Design port_fifo_peripheral, sky130hd; sources not shown.
run_1/port_nets.png
(2 px per µm)
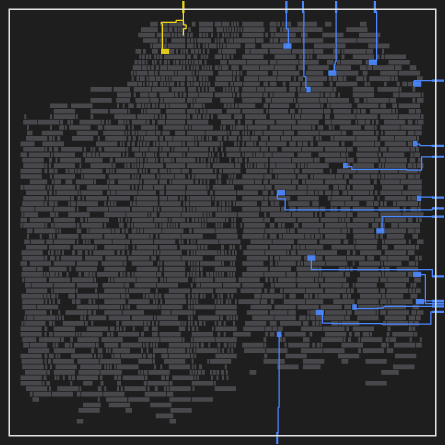
rx_ready -> yellow  # direction output, end cells 1, buffers 0, wire 41.3 µm
tx_data -> blue  # direction output, end cells 16, buffers 0, wire 593 µm
number of buffer cells added on primary ports: 0
number of I/O pins: 90

run_1/registers.png
(1 px per µm)
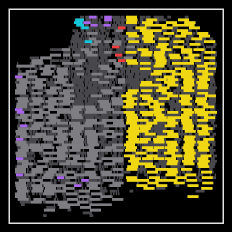
u_tx_fifo.mem_r -> yellow  # sequential cells 256
u_tx_fifo.rd_ptr_r -> red  # sequential cells 4, where top center
u_rx_fifo.level -> cyan  # sequential cells 5
port_data_out -> purple  # sequential cells 16
not colored = 284
combined flip-flop and latch cell area: 16,500 µm²
Sequential Power: 0.0110 W
Seq area share: 0.586
utilization of the core after routing: 0.692

run_1/final_clocks.png
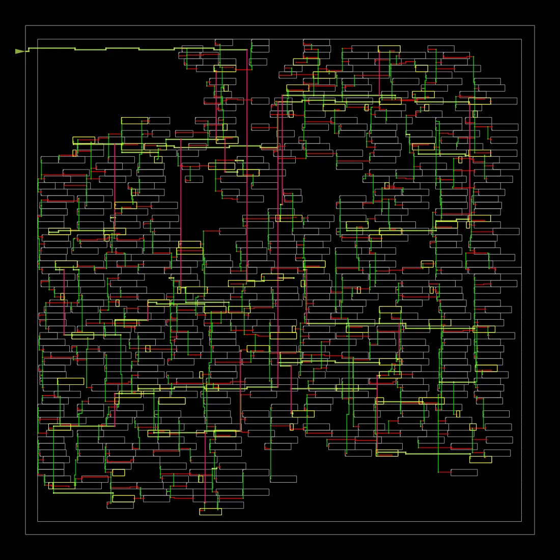
number of clock buffers in the layout: 71
FF+latch count: 565
power attributed to the clock group: 0.00882 W
clock latency at the later pin of the worst-skew pair: 0.61 ns

run_1/metal_stack.png
(2 px per µm)
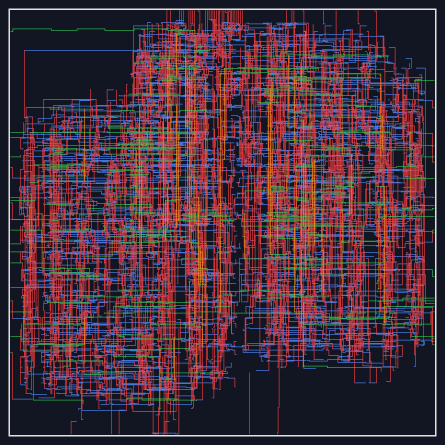
met4 -> orange  # wire length 2,820 µm
met3 -> green  # wire length 5,070 µm
met2 -> red  # wire length 31.7 mm
met1 -> blue  # wire length 21.3 mm
count of vias placed by the detailed router: 15,599
final WL: 60,900 µm
Overall Global Routing Usage: 0.255

==> reports/metrics.csv, run 1 <==
stage;metric;value;unit
run_status;status;complete, but fails checks;
run_status;failing_checks;negative setup slack;
pwr;irDropWorstVdd;0.000701;V
die;chipWidth;212;µm
yosys;ys.flop_type;sky130_fd_sc_hd__edfxtp_1;
yosys;ys_ff;565;
cells_and_area;areaGrowthSynthToFinish;20.4;%
drt;drc;0;
placement;gpl.final_weighted_congestion;0.825;
cells_and_area;most-common-layout-cells;512 x sky130_fd_sc_hd__edfxtp_1, 237 x sky130_fd_sc_hd__nand2_1, 178 x sky130_fd_sc_hd__inv_1;
pwr;p_comb;0.00545;W
cts;cts_setup_buffers;18;
grt;antenna_found_initial;2;
sta;worst_slew_margin;0.420;
cells_and_area;non_clock_inverter_count;193;
cells_and_area;nonclk_buf_share;0.0792;
sta;layout_setup_ws;-0.200;ns
pwr;sequentialPowerShare;0.435;
cells_and_area;clock_area_frac;0.0651;
grt;largest_net_degree_at_the_start_of_global_routing;89;
sta;hold_ws;0.135;ns
pwr;power-per-cell-area;899;nW/µm²
critical_path;reg2regPathDepth;10;
yosys;top_cell_area_share;0.658;
grt;grt_most_used_layer;met2;
cells_and_area;layout.cells.most_common;sky130_fd_sc_hd__edfxtp_1;
yosys;simple_gate_share;0.0996;
cts;h_tree_lvl_count;2;
critical_path;worstPathArrival;2.19;ns
yosys;synth_top_cell_by_area;sky130_fd_sc_hd__edfxtp_1;
critical_path;endpoint_kind;primary output;
yosys;synth_cell_types;36;
run;warning_count;34;
critical_path;cell_depth_of_the_worst_setup_path;8;
pwr;static-leakage-power;9.99;nW
yosys;top_cells_by_area;sky130_fd_sc_hd__edfxtp_1 66%, sky130_fd_sc_hd__dfxtp_1 4.5%, sky130_fd_sc_hd__nand2_1 4.1%, sky130_fd_sc_hd__o211ai_1 3.1%, sky130_fd_sc_hd__o21ai_0 3.0%;
sta;endpoints_failing_hold;0;
pwr;net-switching-power;0.00694;W
yosys;yosys-dominant-comb-family;simple AND/OR/NAND/NOR gates;
drt;met2_wirelength;31700;µm
sta;report.final.setup_viol;16;
cells_and_area;finalInstanceArea;28100;µm²
worst_hold_path;timing.hold.worst.class;primary input to register;
yosys;syn_inst;1925;
run;max_cap_viol_count;0;
critical_path;critPathMaxFanout;13;
sta;final.min_clock_period;2.60;ns
critical_path;cp_slowest_cell;sky130_fd_sc_hd__dfxtp_4;
drt;dr_wl_met3;5070;µm
cts;clock-root-buffer;sky130_fd_sc_hd__clkbuf_16;
critical_path;total_buffers_and_inverters_traversed_by_the_critical_path;3;
cells_and_area;antenna_cells_inserted;3;
critical_path;critical_path.max_stage_delay;0.37;ns
yosys;ys_top_cells_by_count;512 x sky130_fd_sc_hd__edfxtp_1, 257 x sky130_fd_sc_hd__nand2_1, 185 x sky130_fd_sc_hd__inv_1;
cts;numCtsBuffers;54;
sta;rsz0062_at_grt;yes;
die;dieArea;45100;µm²
run_1/gate_families.png
(2 px per µm)
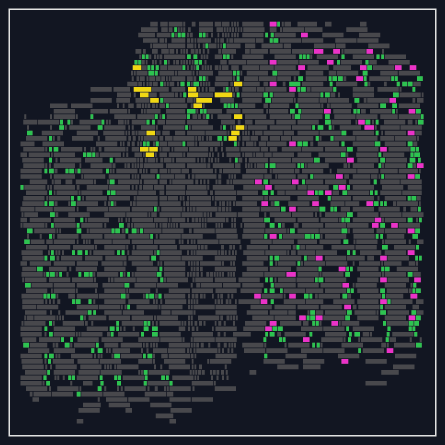

==> run 1 -> run 2 <==
--- a/config.mk
+++ b/config.mk
@@ -5,7 +5,6 @@
 export SDC_FILE = /design/constraint.sdc
 export NUM_CORES = 1
 export LEC_CHECK = 0
-export ABC_AREA = 1
 export ABC_CLOCK_PERIOD_IN_PS = 2400
 export CAP_MARGIN = 40
 export CORE_MARGIN = 5
@@ -15,6 +14,7 @@
 export GPL_TIMING_DRIVEN = 0
 export HOLD_SLACK_MARGIN = 0.12
 export PLACE_DENSITY = 0.75
+export RECOVER_POWER = 25
 export REMOVE_ABC_BUFFERS = 1
 export SLEW_MARGIN = 40
 export SYNTH_ARGS = -nofsm -noshare
run_2/gate_families.png
(2 px per µm)
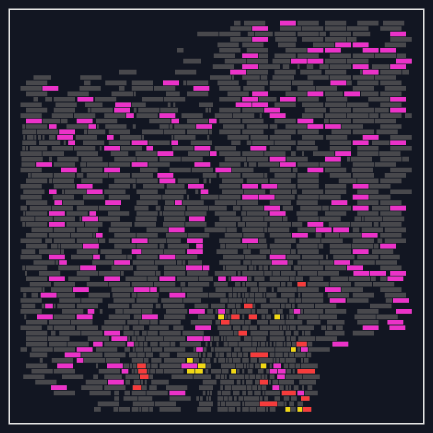
AND-OR and OR-AND gates -> yellow  # cells 11, most used a21o_1, where bottom center
adder and majority cells -> red  # cells 18, most used ha_1
multiplexers -> magenta  # cells 184, most used mux4_2, where widely spread
number of standard cells in the layout, taps in and fillers out: 1,827
share of the final layout cell area in multi-input gates: 0.215
most common library cell in the layout ignoring fill and taps: sky130_fd_sc_hd__edfxtp_1

==> run 2 against run 1 <==
- the flow still finishes with violations (negative setup slack)
- global-route usage decreased by 0.75 points
- sequential share of layout area increased by 2.9 points
- sequential cell count unchanged
- synthesized cell count decreased by 44%
- synthesized area decreased by 5.8%
- first-iteration DRC count decreased by 39%
- final cell count decreased by 29%
- worst setup slack got worse by 0.33 ns
- count of clock-buffer cells in the layout increased by 1
- register-to-register slack got worse by 0.25 ns
- combinational power decreased by 91%
- critical path type unchanged
==> reports/metrics.csv, run 2 <==
stage;metric;value;unit;change
run_status;status;complete, but fails checks;;unchanged
run_status;failing_checks;negative setup slack;;unchanged
pwr;pg_seq;0.0108;W;was 0.0110 W
sta;final.min_clock_period;2.93;ns;was 2.60 ns
pwr;sequentialPowerShare;0.534;;was 0.435
yosys;top_cell_area_share;0.699;;was 0.658
cells_and_area;layout.clock_buffers;72;;was 71
placement;port_buffers;0;;unchanged
cells_and_area;clock_area_frac;0.0701;;was 0.0651
critical_path;reg2regPathDepth;12;;was 10
cts;numCtsBuffers;55;;was 54
cts;clock-root-buffer;sky130_fd_sc_hd__clkbuf_16;;unchanged
cells_and_area;areaGrowthSynthToFinish;22.0;%;was 20.4%
cells_and_area;layout.area.seq;16500;µm²;about the same
drt;drc;0;;unchanged
yosys;ys.flop_type;sky130_fd_sc_hd__edfxtp_1;;unchanged
critical_path;critPathMaxFanout;7;;was 13
yosys;syn_inst;1086;;was 1,925
sta;rsz0062_at_grt;yes;;unchanged
cells_and_area;most-common-layout-cells;512 x sky130_fd_sc_hd__edfxtp_1, 144 x sky130_fd_sc_hd__mux4_2, 68 x sky130_fd_sc_hd__buf_4;;was 512 x sky130_fd_sc_hd__edfxtp_1, 237 x sky130_fd_sc_hd__nand2_1, 178 x sky130_fd_sc_hd__inv_1
sta;hold_ws;0.170;ns;was 0.135 ns
cells_and_area;ff_count;565;;unchanged
die;pin_count;90;;unchanged
cts;insertion_delay;0.60;ns;was 0.61 ns
critical_path;cell_depth_of_the_worst_setup_path;5;;was 8
yosys;synth_cell_types;49;;was 36
grt;grtUsageTotal;0.248;;was 0.255
cells_and_area;non_clock_inverter_count;12;;was 193
yosys;synth_top_cell_by_area;sky130_fd_sc_hd__edfxtp_1;;unchanged
sta;layout_setup_ws;-0.530;ns;was -0.200 ns
sta;endpoints_failing_hold;0;;unchanged
cts;cts_setup_buffers;33;;was 18
yosys;top_cells_by_area;sky130_fd_sc_hd__edfxtp_1 70%, sky130_fd_sc_hd__mux4_2 15%, sky130_fd_sc_hd__dfxtp_1 4.8%, sky130_fd_sc_hd__mux2i_1 1.1%, sky130_fd_sc_hd__nor2_1 1.1%;;was sky130_fd_sc_hd__edfxtp_1 66%, sky130_fd_sc_hd__dfxtp_1 4.5%, sky130_fd_sc_hd__nand2_1 4.1%, sky130_fd_sc_hd__o211ai_1 3.1%, sky130_fd_sc_hd__o21ai_0 3.0%
cells_and_area;nonclk_buf_share;0.0745;;was 0.0792
grt;antenna_found_initial;5;;was 2
drt;route.vias.total;11454;;was 15,599
pwr;pg_clk;0.00893;W;was 0.00882 W
drt;wl;52300;µm;was 60,900 µm
pwr;p_comb;0.000494;W;was 0.00545 W
yosys;ys_top_cells_by_count;512 x sky130_fd_sc_hd__edfxtp_1, 144 x sky130_fd_sc_hd__mux4_2, 63 x sky130_fd_sc_hd__nor2_1;;was 512 x sky130_fd_sc_hd__edfxtp_1, 257 x sky130_fd_sc_hd__nand2_1, 185 x sky130_fd_sc_hd__inv_1
placement;gpl.final_weighted_congestion;0.817;;was 0.825
pwr;irDropWorstVdd;0.000807;V;was 0.000701 V
grt;largest_net_degree_at_the_start_of_global_routing;38;;was 89
critical_path;endpoint_kind;primary output;;unchanged
cells_and_area;antenna_cells_inserted;5;;was 3
die;chipWidth;206;µm;was 212 µm
sta;report.final.setup_viol;20;;was 16
cells_and_area;area.share.sequential;0.614;;was 0.586
critical_path;worstPathArrival;2.52;ns;was 2.19 ns
Power figures rest on the tool's default switching activity, not on a simulated workload.
